**src/rtl/clk_divider.sv**
```systemverilog
// Programmable clock divider / tick generator with glitch-free divisor reload.
// Optional CLK_DIVIDER_PERIOD_CNT_EN adds a saturating tick counter output.
module clk_divider #(
  parameter int WIDTH       = 8,
  parameter int DEFAULT_DIV = 4
) (
  input  logic             clk,
  input  logic             rst_n,
  input  logic             en,
  input  logic [WIDTH-1:0] div_val,
  input  logic             div_load,
  output logic             div_ack,
  output logic             clk_div_out,
  output logic             tick,
`ifdef CLK_DIVIDER_PERIOD_CNT_EN
  output logic [15:0]      period_cnt,
`endif
  output logic             busy
);

  typedef enum logic [1:0] {
    IDLE = 2'd0,
    RUN  = 2'd1,
    STOP = 2'd2
  } state_e;

  localparam logic [WIDTH-1:0] DEF = WIDTH'(DEFAULT_DIV);
  localparam logic [WIDTH-1:0] TWO = WIDTH'(2);
  localparam logic [WIDTH-1:0] ONE = WIDTH'(1);

  state_e           state_q, state_d;
  logic [WIDTH-1:0] cnt_q, cnt_d;
  logic [WIDTH-1:0] div_q, div_d;
  logic [WIDTH-1:0] pend_q, pend_d;
  logic             pvld_q, pvld_d;
  logic             out_q, out_d;
  logic             tick_q, tick_d;
  logic             busy_q, busy_d;
  logic             ack_q, ack_d;

  logic             running;
  logic             wrap;
  logic             apply;
  logic [WIDTH-1:0] hi_len;
  logic [WIDTH-1:0] clamped;

  assign running = (state_q != IDLE);
  assign wrap    = running && (cnt_q == div_q - ONE);
  assign hi_len  = div_q - (div_q >> 1);
  assign clamped = (div_val < TWO) ? TWO : div_val;

  // State register
  always_ff @(posedge clk or negedge rst_n) begin
    if (!rst_n) state_q <= IDLE;
    else        state_q <= state_d;
  end

  // Next-state logic; STOP keeps counting so a re-raised en resumes in phase
  always_comb begin
    state_d = state_q;
    unique case (state_q)
      IDLE: if (en) state_d = RUN;
      RUN:  if (!en) state_d = wrap ? IDLE : STOP;
      STOP: begin
        if (en)        state_d = RUN;
        else if (wrap) state_d = IDLE;
      end
      default: state_d = IDLE;
    endcase
  end

  // Counter and divisor update; new N only takes effect at a period boundary
  always_comb begin
    cnt_d  = (!running || wrap) ? '0 : cnt_q + ONE;
    div_d  = div_q;
    pend_d = pend_q;
    pvld_d = pvld_q;
    apply  = 1'b0;
    if ((!running || wrap) && div_load) begin
      div_d  = clamped;
      pvld_d = 1'b0;
      apply  = 1'b1;
    end else if ((!running || wrap) && pvld_q) begin
      div_d  = pend_q;
      pvld_d = 1'b0;
      apply  = 1'b1;
    end else if (div_load) begin
      pend_d = clamped;
      pvld_d = 1'b1;
    end
  end

  // Output decode from the current count; registered below
  always_comb begin
    out_d  = running && (cnt_q < hi_len);
    tick_d = wrap;
    busy_d = running;
    ack_d  = apply;
  end

  // Datapath and output registers
  always_ff @(posedge clk or negedge rst_n) begin
    if (!rst_n) begin
      cnt_q  <= '0;
      div_q  <= DEF;
      pend_q <= DEF;
      pvld_q <= 1'b0;
      out_q  <= 1'b0;
      tick_q <= 1'b0;
      busy_q <= 1'b0;
      ack_q  <= 1'b0;
    end else begin
      cnt_q  <= cnt_d;
      div_q  <= div_d;
      pend_q <= pend_d;
      pvld_q <= pvld_d;
      out_q  <= out_d;
      tick_q <= tick_d;
      busy_q <= busy_d;
      ack_q  <= ack_d;
    end
  end

`ifdef CLK_DIVIDER_PERIOD_CNT_EN
  logic [15:0] pcnt_q;

  // Ticks since reset or last divisor change, saturating
  always_ff @(posedge clk or negedge rst_n) begin
    if (!rst_n)                           pcnt_q <= '0;
    else if (apply)                       pcnt_q <= '0;
    else if (tick_d && pcnt_q != 16'hFFFF) pcnt_q <= pcnt_q + 16'd1;
  end

  assign period_cnt = pcnt_q;
`endif

  assign clk_div_out = out_q;
  assign tick        = tick_q;
  assign busy        = busy_q;
  assign div_ack     = ack_q;

endmodule

```
**config.mk**
```make
export PLATFORM = sky130hd
export DESIGN_NAME = clk_divider
export DESIGN_NICKNAME = d
export VERILOG_FILES = /design/src/rtl/clk_divider.sv
export SDC_FILE = /design/constraint.sdc
export NUM_CORES = 1
export LEC_CHECK = 0
export CORE_MARGIN = 5
export CORE_UTILIZATION = 45
export DETAILED_ROUTE_END_ITERATION = 10
export SLEW_MARGIN = 10
export SYNTH_ARGS = -nofsm -noshare
export SYNTH_HDL_FRONTEND = slang
export SYNTH_SLANG_ARGS = --single-unit
```
**constraint.sdc**
```tcl
create_clock -name clk -period 3.9 [get_ports clk]
set_clock_uncertainty 0.15 [all_clocks]
set_input_delay 0.78 -clock clk [delete_from_list [all_inputs] [get_ports clk]]
set_output_delay 0.78 -clock clk [all_outputs]
set_load 0.05 [all_outputs]
```
==> results.toml, run 1 <==
# implementation run metrics
[finish]
logic_gates = 156
reg_top3 = "cnt_q x8, div_q x8, pend_q x8"
final_cell_area_um2 = 2410
sh_comb_area_pct = 51.9
fraction_of_final_layout_cells_sized_beyond_drive_strength_1_pct = 11.4
fill_cells = 443
numnets_final = 263

[final_timing]
grt_setup_unrepaired = "false"
timing_hold_violations_final = 0
timing.final.max_slew_violations = 0
layout_worst_path_cycle_share_pct = 76.9

[power_and_ir_drop]
total_switching_power_mw = 0.554
p_per_area_nw_per_um2 = 588

[yosys]
tally_of_yosys_warning_messages = 0
synth.largest_area_cell = "sky130_fd_sc_hd__dfrtp_1"
synth_top_area_share_pct = 34.4
ys_dominant_reg_cell = "sky130_fd_sc_hd__dfrtp_1"
ys_sh_simple_pct = 14.5
netlist_area_um2 = 2110
synth_cell_types = 40
aoi_share_pct = 13.2
netlist_top_cells_count = "29 x sky130_fd_sc_hd__dfrtp_1, 23 x sky130_fd_sc_hd__ha_1, 22 x sky130_fd_sc_hd__nor2_1"
synth-adder-area-share_pct = 14.6
ys_chip_area_um2 = 2110
synth_nets = 243

[floorplanning]
fp.dieArea_um2 = 6160
design.core.area_um2 = 4630

[clocking]
clk_latency_ns = 0.29
cts_setup_buffers = 0
ctsLongestPathBuffers = 2
numCtsBuffers = 5

[setup_path]
reg2regPathDepth = 11
crit_end = "clk_div_out"
critical_path.slowest_cell = "sky130_fd_sc_hd__dfstp_2"
end_kind = "flip-flop"
regToRegEndpoint = "clk_div_out"
timing.critical_path.cells = "inv_1 > ha_1 > o21ba_2 > o21ai_0 > a221oi_1 > o21bai_1 > a21oi_1 > xnor2_1 > ha_1 > or4_1 > o311ai_0"

[drt]
drt.antenna.violating_nets = 0

[global_routing]
globalRouteMet3Util_pct = 3.21
first_global_vias = 1502

[status]
run_status = "complete, no violations"
run_1/io_fan.png
Drawn at 4 px/µm.
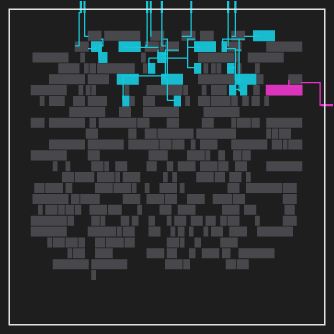
| color | port | bits | direction | edge | end cells | wire |
|---|---|---|---|---|---|---|
| cyan | div_val | 8 | input | north | 17 | 200 µm |
| magenta | busy | 1 | output | east | 1 | 15.4 µm |
# IOs: 16
number of buffers added on ports: 15

run_1/layer_met1.png
Drawn at 8 px/µm. Supply wires on this layer in gray.
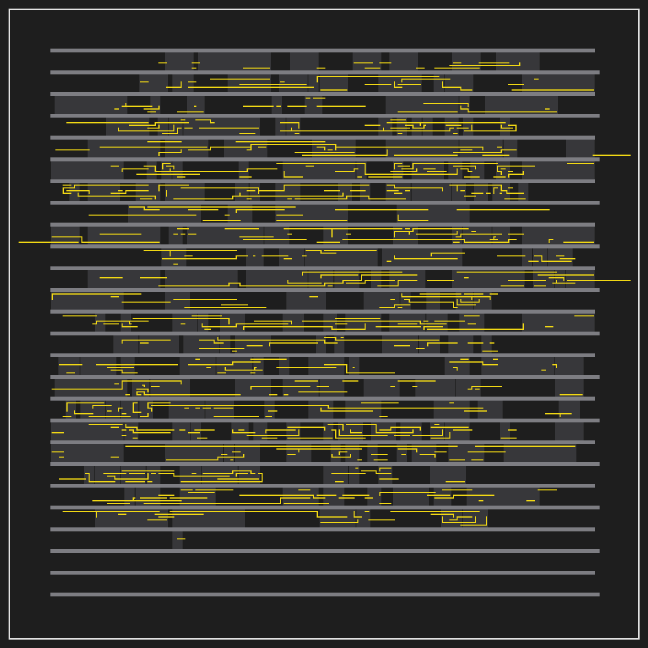
wire length on this layer: 2030 µm
share of all routed wire: 49%
met1 track demand over resource: 20.8%
detailed-route wire length: 4130 µm
overall via count from detail_route: 1471

run_1/cell_density.png
Drawn at 4 px/µm. The die is cut into 8 by 8 equal tiles; dark blue is low, red is high, 0 to 100% covered.
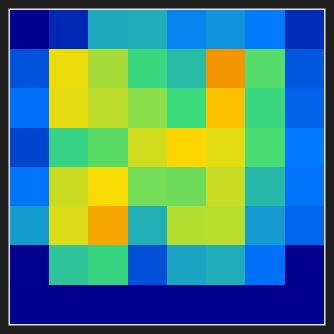
nearly empty tiles: 17%
emptiest ninth of the die: south-east
densest ninth of the die: center
fullest tile: 83%
mean over tiles: 38%
tiles over 75% full: 6.2%

run_1/sizes.png
Drawn at 4 px/µm.
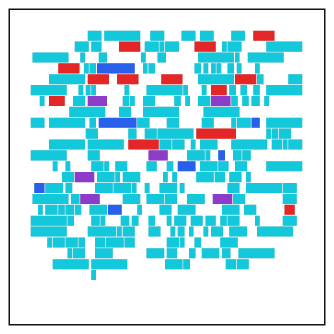

==> inputs of run 2 (changes only) <==
--- a/config.mk
+++ b/config.mk
@@ -8,6 +8,7 @@
 export CORE_MARGIN = 5
 export CORE_UTILIZATION = 45
 export DETAILED_ROUTE_END_ITERATION = 10
+export PLACE_DENSITY = 0.66
 export SLEW_MARGIN = 10
 export SYNTH_ARGS = -nofsm -noshare
 export SYNTH_HDL_FRONTEND = slang
==> constraint.sdc (replaced) <==
create_clock -name clk -period 2.7 [get_ports clk]
set_clock_uncertainty 0.15 [all_clocks]
set_input_delay 0.54 -clock clk [delete_from_list [all_inputs] [get_ports clk]]
set_output_delay 0.54 -clock clk [all_outputs]
set_load 0.05 [all_outputs]
run_2/sizes.png
Drawn at 4 px/µm.
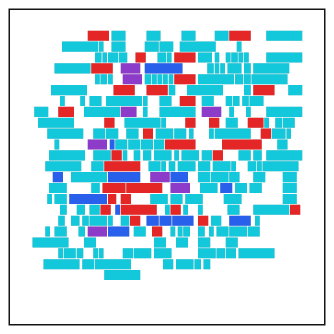
| color | size | cells |
|---|---|---|
| cyan | _0 and _1 cells | 188 |
| blue | _2 cells | 13 |
| red | _3 and _4 cells | 33 |
| purple | _6 and larger | 8 |
post-route standard cell area excluding fillers: 2610 µm²
layout-stage area growth over the synthesis result: 23.5%
non-clock buffer count in the final layout: 30
worst-case setup margin in the final layout: 0.00461 ns

run_2/layer_met1.png
Drawn at 8 px/µm. Supply wires on this layer in gray.
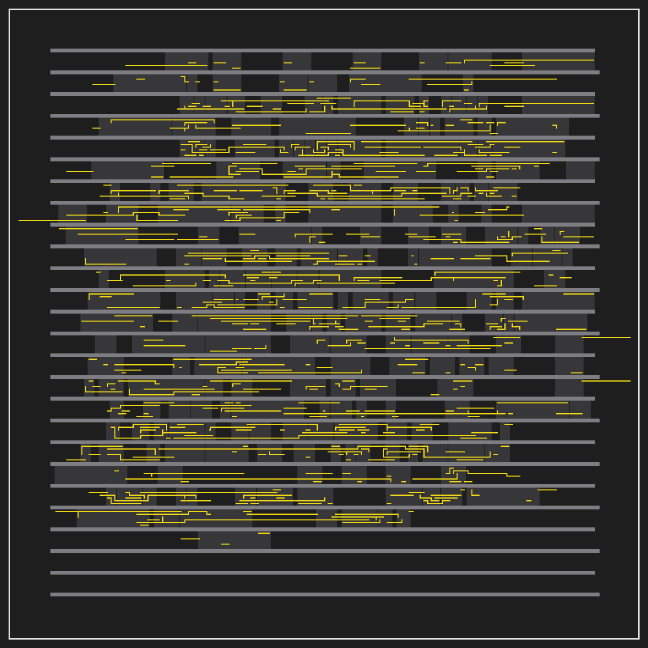
main direction: horizontal
nets with wire on the layer: 253
share of all routed wire: 48%
longest straight run: 40.0 µm

==> results.toml, run 2 <==
# implementation run metrics
[yosys]
synth.largest_area_cell = "sky130_fd_sc_hd__dfrtp_1"
ys_chip_area_um2 = 2110
netlist_area_um2 = 2110
synth_cell_types = 40
synth-adder-area-share_pct = 14.6
aoi_share_pct = 13.2
netlist_top_cells_count = "29 x sky130_fd_sc_hd__dfrtp_1, 23 x sky130_fd_sc_hd__ha_1, 22 x sky130_fd_sc_hd__nor2_1"
synth_top_area_share_pct = 34.4
ys_dominant_reg_cell = "sky130_fd_sc_hd__dfrtp_1"
synth_nets = 243

[final_timing]
grt_setup_unrepaired = "true"
setup_viol = 0
timing.final.max_slew_violations = 0
timing_hold_violations_final = 0
layout_worst_path_cycle_share_pct = 99.8

[status]
run_status = "complete, no violations"

[global_routing]
grt_first_pass_wirelength_um = 7470
first_global_vias = 1565
globalRouteMet3Util_pct = 3.33
met1_track_demand_over_resource_pct = 21.2

[placed_design]
io_buffer_count = 15
placed_cell_area_um2 = 2430

[setup_path]
timing.critical_path.cells = "buf_4 > ha_4 > inv_2 > fa_2 > nand2b_1 > a21oi_2 > o21ai_1 > a21oi_1 > nor2_1 > xor2_1 > ha_1 > or4_1 > o311ai_1"
reg2regPathDepth = 13
crit_end = "clk_div_out"
end_kind = "flip-flop"
critical_path.slowest_cell = "sky130_fd_sc_hd__or4_1"
regToRegEndpoint = "clk_div_out"

[clocking]
ctsLongestPathBuffers = 2
cts_setup_buffers = 1
clk_latency_ns = 0.29
numCtsBuffers = 5

[finish]
numnets_final = 277
sh_comb_area_pct = 50.8
sequential_cell_total = 31
logic_gates = 156
reg_top3 = "cnt_q x8, div_q x8, pend_q x8"
fill_cells = 410
fraction_of_final_layout_cells_sized_beyond_drive_strength_1_pct = 22.3

[power_and_ir_drop]
total_switching_power_mw = 0.903
max-vdd-ir-drop_uv = 387
p_per_area_nw_per_um2 = 891

[drt]
drt.antenna.violating_nets = 0
route.final.wire_length_um = 4410
route.vias.total = 1550

[floorplanning]
design.core.area_um2 = 4630
fp.dieArea_um2 = 6160
io-pin-count = 16
run_2/io_fan.png
Drawn at 4 px/µm.
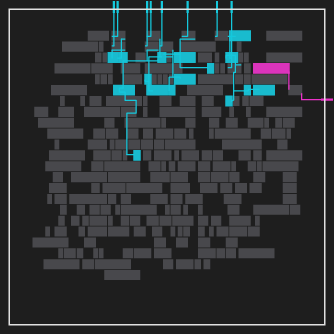
| color | port | bits | direction | edge | end cells | wire |
|---|---|---|---|---|---|---|
| cyan | div_val | 8 | input | north | 17 | 218 µm |
| magenta | busy | 1 | output | east | 1 | 10.8 µm |

run_2/cell_density.png
Drawn at 4 px/µm. The die is cut into 8 by 8 equal tiles; dark blue is low, red is high, 0 to 100% covered.
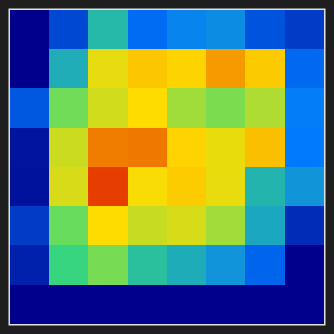

==> inputs of run 3 (changes only) <==
--- a/config.mk
+++ b/config.mk
@@ -8,7 +8,8 @@
 export CORE_MARGIN = 5
 export CORE_UTILIZATION = 45
 export DETAILED_ROUTE_END_ITERATION = 10
-export PLACE_DENSITY = 0.66
+export DONT_BUFFER_PORTS = 1
+export GPL_TIMING_DRIVEN = 0
 export SLEW_MARGIN = 10
 export SYNTH_ARGS = -nofsm -noshare
 export SYNTH_HDL_FRONTEND = slang
run_3/cell_density.png
Drawn at 4 px/µm. The die is cut into 8 by 8 equal tiles; dark blue is low, red is high, 0 to 100% covered.
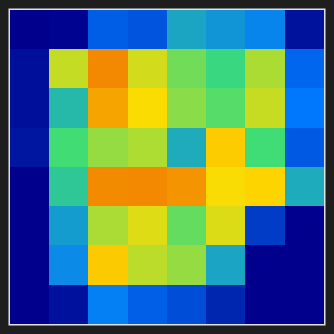
densest ninth of the die: center
fullest tile: 85%
nearly empty tiles: 17%
tiles over 75% full: 13%
emptiest ninth of the die: south-east
Util after Layout: 52.6%
initial standard-cell utilization of the core: 45.6%
core area: 4630 µm²

run_3/sizes.png
Drawn at 4 px/µm.
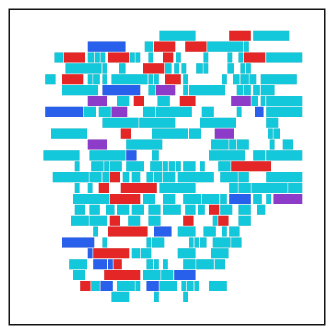
| color | size | cells |
|---|---|---|
| red | _3 and _4 cells | 27 |
| blue | _2 cells | 14 |
| purple | _6 and larger | 7 |
| cyan | _0 and _1 cells | 177 |

==> results.toml, run 3 <==
# implementation run metrics
[finish]
clock_tree_area_fraction_pct = 2.98
logic_gates = 156
layout.cells.most_common = "sky130_fd_sc_hd__dfrtp_1"
reg_top3 = "cnt_q x8, div_q x8, pend_q x8"
n_all_buffers = 15
fraction_of_final_layout_cells_sized_beyond_drive_strength_1_pct = 21.3
sequential_cell_total = 31
fill_cells = 426
numnets_final = 262
sh_comb_area_pct = 54.4
syn2layout_area_growth_pct = 15.3

[setup_path]
crit_end = "clk_div_out"
timing.critical_path.cells = "inv_4 > fa_2 > nand2b_1 > a21oi_2 > o21ai_1 > a21oi_1 > nor2_1 > xor2_1 > ha_1 > or4_1 > o311ai_1"
regToRegEndpoint = "clk_div_out"
critical_path.slowest_cell = "sky130_fd_sc_hd__dfstp_2"
end_kind = "flip-flop"

[yosys]
netlist_top_cells_count = "29 x sky130_fd_sc_hd__dfrtp_1, 23 x sky130_fd_sc_hd__ha_1, 22 x sky130_fd_sc_hd__nor2_1"
netlist_area_um2 = 2110
ys_dominant_reg_cell = "sky130_fd_sc_hd__dfrtp_1"
ys_sh_simple_pct = 14.5
synth_top_area_share_pct = 34.4
synth-adder-area-share_pct = 14.6
aoi_share_pct = 13.2
synth_cell_types = 40

[floorplanning]
fp.dieArea_um2 = 6160

[final_timing]
timing_hold_violations_final = 0
setup_viol = 1
timing.final.max_slew_violations = 0
layout_worst_path_cycle_share_pct = 103
final.setup.worst_slack_ns = -0.0756

[global_routing]
globalRouteMet3Util_pct = 3.90
first_global_vias = 1488

[status]
failed_checks = "negative setup slack"
run_status = "finished, violations left"

[drt]
drt.antenna.violating_nets = 0

[clocking]
cts_setup_buffers = 8
clk_latency_ns = 0.27

[power_and_ir_drop]
total_switching_power_mw = 0.872
p_per_area_nw_per_um2 = 907
max-vdd-ir-drop_uv = 355

[placed_design]
placed_cell_area_um2 = 2200
run_3/layer_met1.png
Drawn at 8 px/µm. Supply wires on this layer in gray.
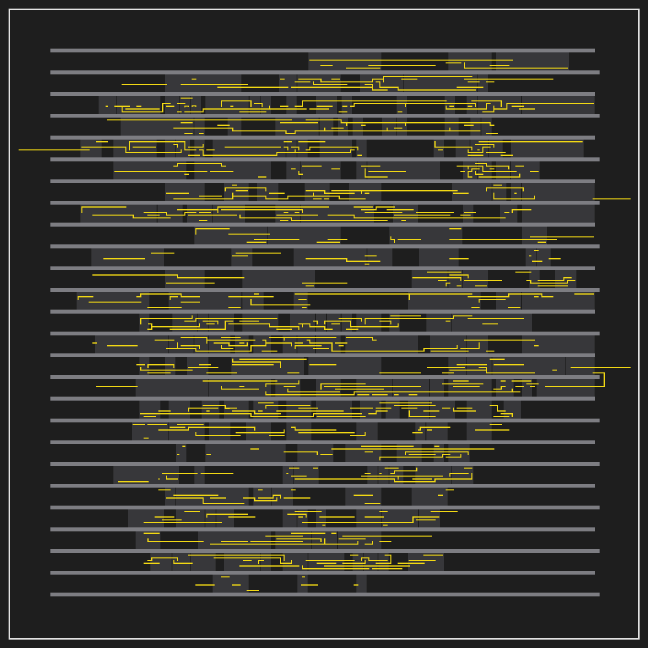
wire length on this layer: 2000 µm
main direction: horizontal
longest straight run: 25.3 µm
nets with wire on the layer: 241
detailed-route wire length: 4130 µm
overall via count from detail_route: 1441

